[src/rtl/main_road_controller.sv]
// Main-road signal controller: holds main green, and on a side-road request runs
// main yellow -> main red with side_grant -> all-red clearance -> main green.
module main_road_controller #(
  parameter int MIN_GREEN    = 4,
  parameter int YELLOW_TIME  = 2,
  parameter int MAX_RED_TIME = 8,
  parameter int ALL_RED_TIME = 1
) (
  input  logic       clk,
  input  logic       reset,
  input  logic       car_sensor,
  input  logic       side_done,
  output logic       R1,
  output logic       Y1,
  output logic       G1,
  output logic       side_grant,
  output logic [1:0] present_state
);

  localparam logic [1:0] S_MAIN_GREEN  = 2'b00;
  localparam logic [1:0] S_MAIN_YELLOW = 2'b01;
  localparam logic [1:0] S_RED_GRANT   = 2'b10;
  localparam logic [1:0] S_ALL_RED     = 2'b11;

  // Last count value of each timed state (durations are in cycles, count starts at 0).
  localparam logic [3:0] GREEN_LAST  = 4'(MIN_GREEN - 1);
  localparam logic [3:0] YELLOW_LAST = 4'(YELLOW_TIME - 1);
  localparam logic [3:0] RED_LAST    = 4'(MAX_RED_TIME - 1);
  localparam logic [3:0] ALLRED_LAST = 4'(ALL_RED_TIME - 1);
  localparam logic [3:0] COUNT_MAX   = 4'd15;

  logic [1:0] state_q, state_d;
  logic [3:0] count_q, count_d;
  logic       pending_q, pending_d;
  logic       state_change;

  always_comb begin
    state_d = state_q;
    case (state_q)
      S_MAIN_GREEN:
        if ((car_sensor || pending_q) && (count_q >= GREEN_LAST))
          state_d = S_MAIN_YELLOW;
      S_MAIN_YELLOW:
        if (count_q == YELLOW_LAST)
          state_d = S_RED_GRANT;
      S_RED_GRANT:
        if (side_done || (count_q == RED_LAST))
          state_d = S_ALL_RED;
      S_ALL_RED:
        if (count_q == ALLRED_LAST)
          state_d = S_MAIN_GREEN;
      default:
        state_d = S_MAIN_GREEN;
    endcase
  end

  assign state_change = (state_d != state_q);

  // Dwell counter restarts on every state change and saturates instead of wrapping,
  // so a long idle green still reads as "minimum green satisfied".
  always_comb begin
    count_d = count_q;
    if (state_change)
      count_d = '0;
    else if (count_q != COUNT_MAX)
      count_d = count_q + 4'd1;
  end

  // The request is consumed when the grant is actually issued; that clear beats
  // a simultaneous new request so a car still present cannot re-arm it here.
  always_comb begin
    pending_d = pending_q;
    if ((state_q == S_MAIN_YELLOW) && (state_d == S_RED_GRANT))
      pending_d = 1'b0;
    else if (car_sensor && (state_q != S_RED_GRANT))
      pending_d = 1'b1;
  end

  always_ff @(posedge clk or negedge reset) begin
    if (!reset) begin
      state_q   <= S_MAIN_GREEN;
      count_q   <= '0;
      pending_q <= 1'b0;
    end else begin
      state_q   <= state_d;
      count_q   <= count_d;
      pending_q <= pending_d;
    end
  end

  always_comb begin
    G1         = 1'b0;
    Y1         = 1'b0;
    R1         = 1'b0;
    side_grant = 1'b0;
    case (state_q)
      S_MAIN_GREEN:  G1 = 1'b1;
      S_MAIN_YELLOW: Y1 = 1'b1;
      S_RED_GRANT: begin
        R1         = 1'b1;
        side_grant = 1'b1;
      end
      S_ALL_RED:     R1 = 1'b1;
      default:       G1 = 1'b1;
    endcase
  end

  assign present_state = state_q;

endmodule

[config.mk]
export PLATFORM = sky130hd
export DESIGN_NAME = main_road_controller
export DESIGN_NICKNAME = d
export VERILOG_FILES = /design/src/rtl/main_road_controller.sv
export SDC_FILE = /design/constraint.sdc
export NUM_CORES = 1
export LEC_CHECK = 0
export ABC_AREA = 0
export CORE_AREA = 2 2 39 41
export CTS_CLUSTER_SIZE = 28
export DETAILED_ROUTE_END_ITERATION = 8
export DIE_AREA = 0 0 41 43
export GPL_ROUTABILITY_DRIVEN = 1
export SYNTH_ARGS = -nofsm -noshare
export SYNTH_HDL_FRONTEND = slang
export SYNTH_SLANG_ARGS = --single-unit
[constraint.sdc]
create_clock -name clk -period 2.85 [get_ports clk]
set_input_delay 0.57 -clock clk [delete_from_list [all_inputs] [get_ports clk]]
set_output_delay 0.57 -clock clk [all_outputs]
set_load 0.02 [all_outputs]
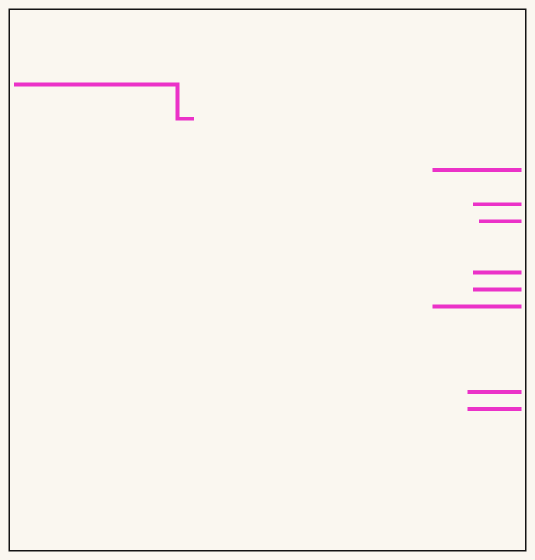
(run_1/layer_met3.png)
main direction: horizontal
wire length on this layer: 52.2 um
share of all routed wire: 6.0%
nets with wire on the layer: 9

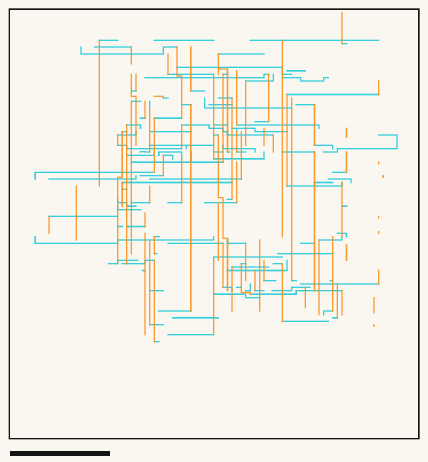
(run_1/wires.png)
The bar under the picture is 10 um long. Two of the layers only.
[orange] metal 2 | wire length: 406 um
[cyan] metal 1 | wire length: 408 um

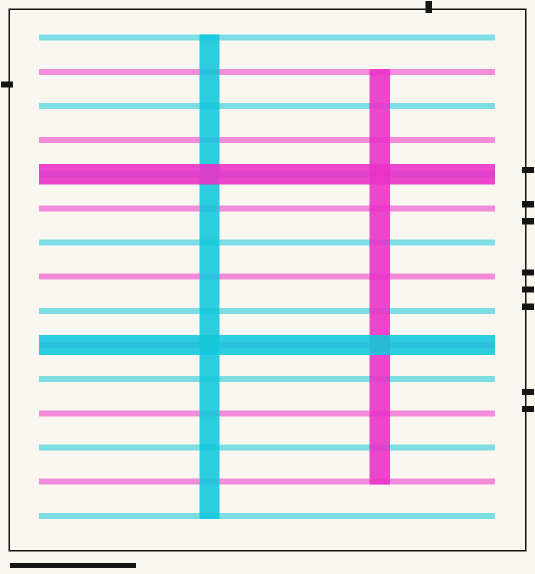
(run_1/power_grid.png)
The bar under the picture is 10 um long. Pins as bars on the die edge.
[cyan] VSS
[magenta] VDD
rows: 14
met1 rails: 15
met5 straps: 2
die height: 43 um
maximum vdd drop: 427 uV
chip width: 41 um
total core area: 1380 sq um

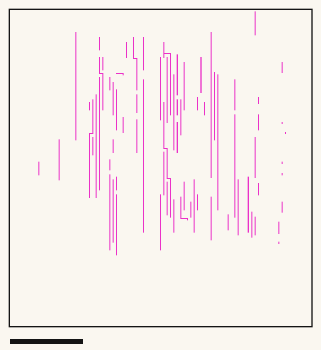
(run_1/layer_met2.png)
The bar under the picture is 10 um long.
nets with wire on the layer: 51
wire length on this layer: 406 um
longest straight run: 20.7 um
main direction: vertical
share of all routed wire: 47%
routed wire length: 866 um
Via Count: 366
GRT met2 Usage: 17.5%

==> flow_metrics.tcl, run 1 <==
# yosys + openroad results
set metrics [dict create \
    status "finished, final reports clean" \
    path_depth 3 \
    grt_pass1_wl_um 1420 \
    cts_hold_buf 0 \
    fin_ws_ns 0.688 \
    clockBufferDepth 2 \
    maxPowerGroup "combinational logic" \
    grt.total_usage_pct 12.3 \
    clk_latency_ns 0.26 \
    via_per_inst 5.08 \
    pg_clk_mw 0.0959 \
    leakage_nw 0.271 \
    regMostFlops "count_q" \
    drtPass1Iterations 2 \
    wl_met3_um 52 \
    path_buffers 2 \
    use_met3_pct 3.14 \
    critPathMaxStageDelay_ns 0.60 \
    intPower_mw 0.386 \
    finalSetupTns_ns 0 \
    pre_cts_slack_ns 0.947 \
    power_density_nw_per_um2 1190 \
    switchingPower_mw 0.313 \
    largest_reg_flops 4 \
    critPathLaunch "present_state[1]" \
    worstSetupEndpoint "side_grant" \
    mostFrequentLayoutCells "clkdlybuf4s50_1, dfrtp_1, nor3_1, inv_1" \
    cp_max_fo 11 \
    pwr-share-comb_pct 54.7 \
    top_area_share_pct 37.8 \
    yosysSeqAreaShare_pct 37.8 \
    ios 10 \
    postSynthCellCount 46 \
    ys.warnings.count 0 \
    grt_setup_unrepaired "false" \
    r2r_end "count_q[1]" \
    pwr-share-seq_pct 31.6 \
    syn_nets 53 \
    drv_cap 0 \
    logic_family "simple AND/OR/NAND/NOR gates" \
    ff_type "dfrtp_1" \
    fin_crit_ns 2.16 \
    async_flop_share_pct 100 \
    post_cts_buffers 0 \
    n_all_buffers 9 \
    drt-met1-wl_um 407 \
    synthAdderAreaFrac_pct 8.11 \
    relSlewSlack_pct 69.5 \
    pg_seq_mw 0.220 \
    cp.required_ns 2.28 \
]
--- run 2 (diff from run 1) ---
Clock period 2.85 ns to 1.8 ns, I/O delays scaled along.
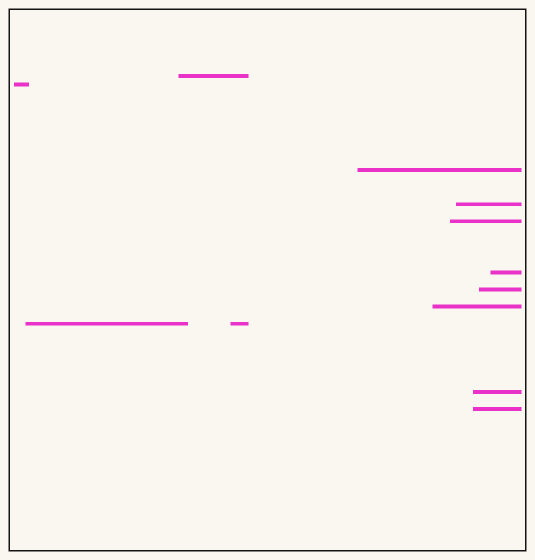
(run_2/layer_met3.png)
main direction: horizontal
nets with wire on the layer: 10
longest straight run: 12.8 um

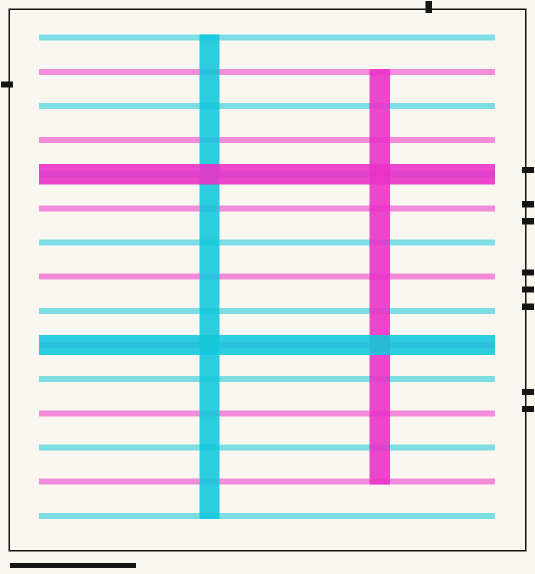
(run_2/power_grid.png)
The bar under the picture is 10 um long. Pins as bars on the die edge.
maximum vdd drop: 630 uV

==> run 2 against run 1 <==
  * Clock skew decreased by 0.0055 ns
  * Sequential share of layout area fell by 1.3 points
  * Final area is 4.5% higher
  * Count of clock-buffer cells in the layout is the same
  * Critical path type unchanged
  * Highest routed layer is now met4
==> flow_metrics.tcl, run 2 <==
# yosys + openroad results
set metrics [dict create \
    cp.required_ns 1.44 \
    maxPowerGroup "combinational logic" \
    pwr-share-comb_pct 60.2 \
    ys.warnings.count 0 \
    clockBufferDepth 2 \
    path_depth 1 \
    post_cts_buffers 0 \
    critPathLaunch "present_state[1]" \
    drv_cap 0 \
    finalSetupTns_ns 0 \
    power_density_nw_per_um2 1860 \
    leakage_nw 0.317 \
    grt_pass1_wl_um 1560 \
    postSynthCellCount 46 \
    switchingPower_mw 0.496 \
    mostFrequentLayoutCells "dfrtp_1, nor3_1, clkdlybuf4s50_1, inv_1" \
    status "finished, final reports clean" \
    syn_nets 53 \
    logic_family "simple AND/OR/NAND/NOR gates" \
    pwr-share-seq_pct 27.2 \
    r2r_end "count_q[1]" \
    regMostFlops "count_q" \
    path_buffers 1 \
    worstSetupEndpoint "R1" \
    pre_cts_slack_ns 0.186 \
    grt_setup_unrepaired "false" \
]
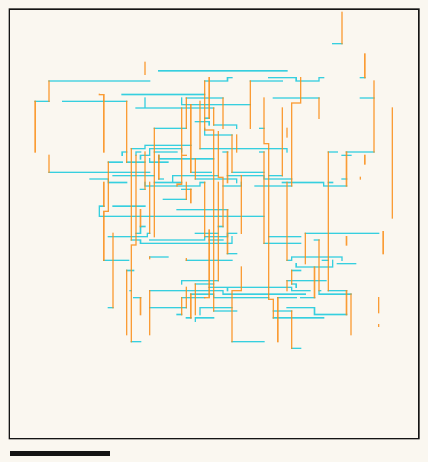
(run_2/wires.png)
The bar under the picture is 10 um long. Two of the layers only.
routed wire length: 867 um
Total GRT Usage: 14.4%
Via Count: 374
WL/cell: 11.6 um

Power figures rest on the tool's default switching activity, not on a simulated workload.
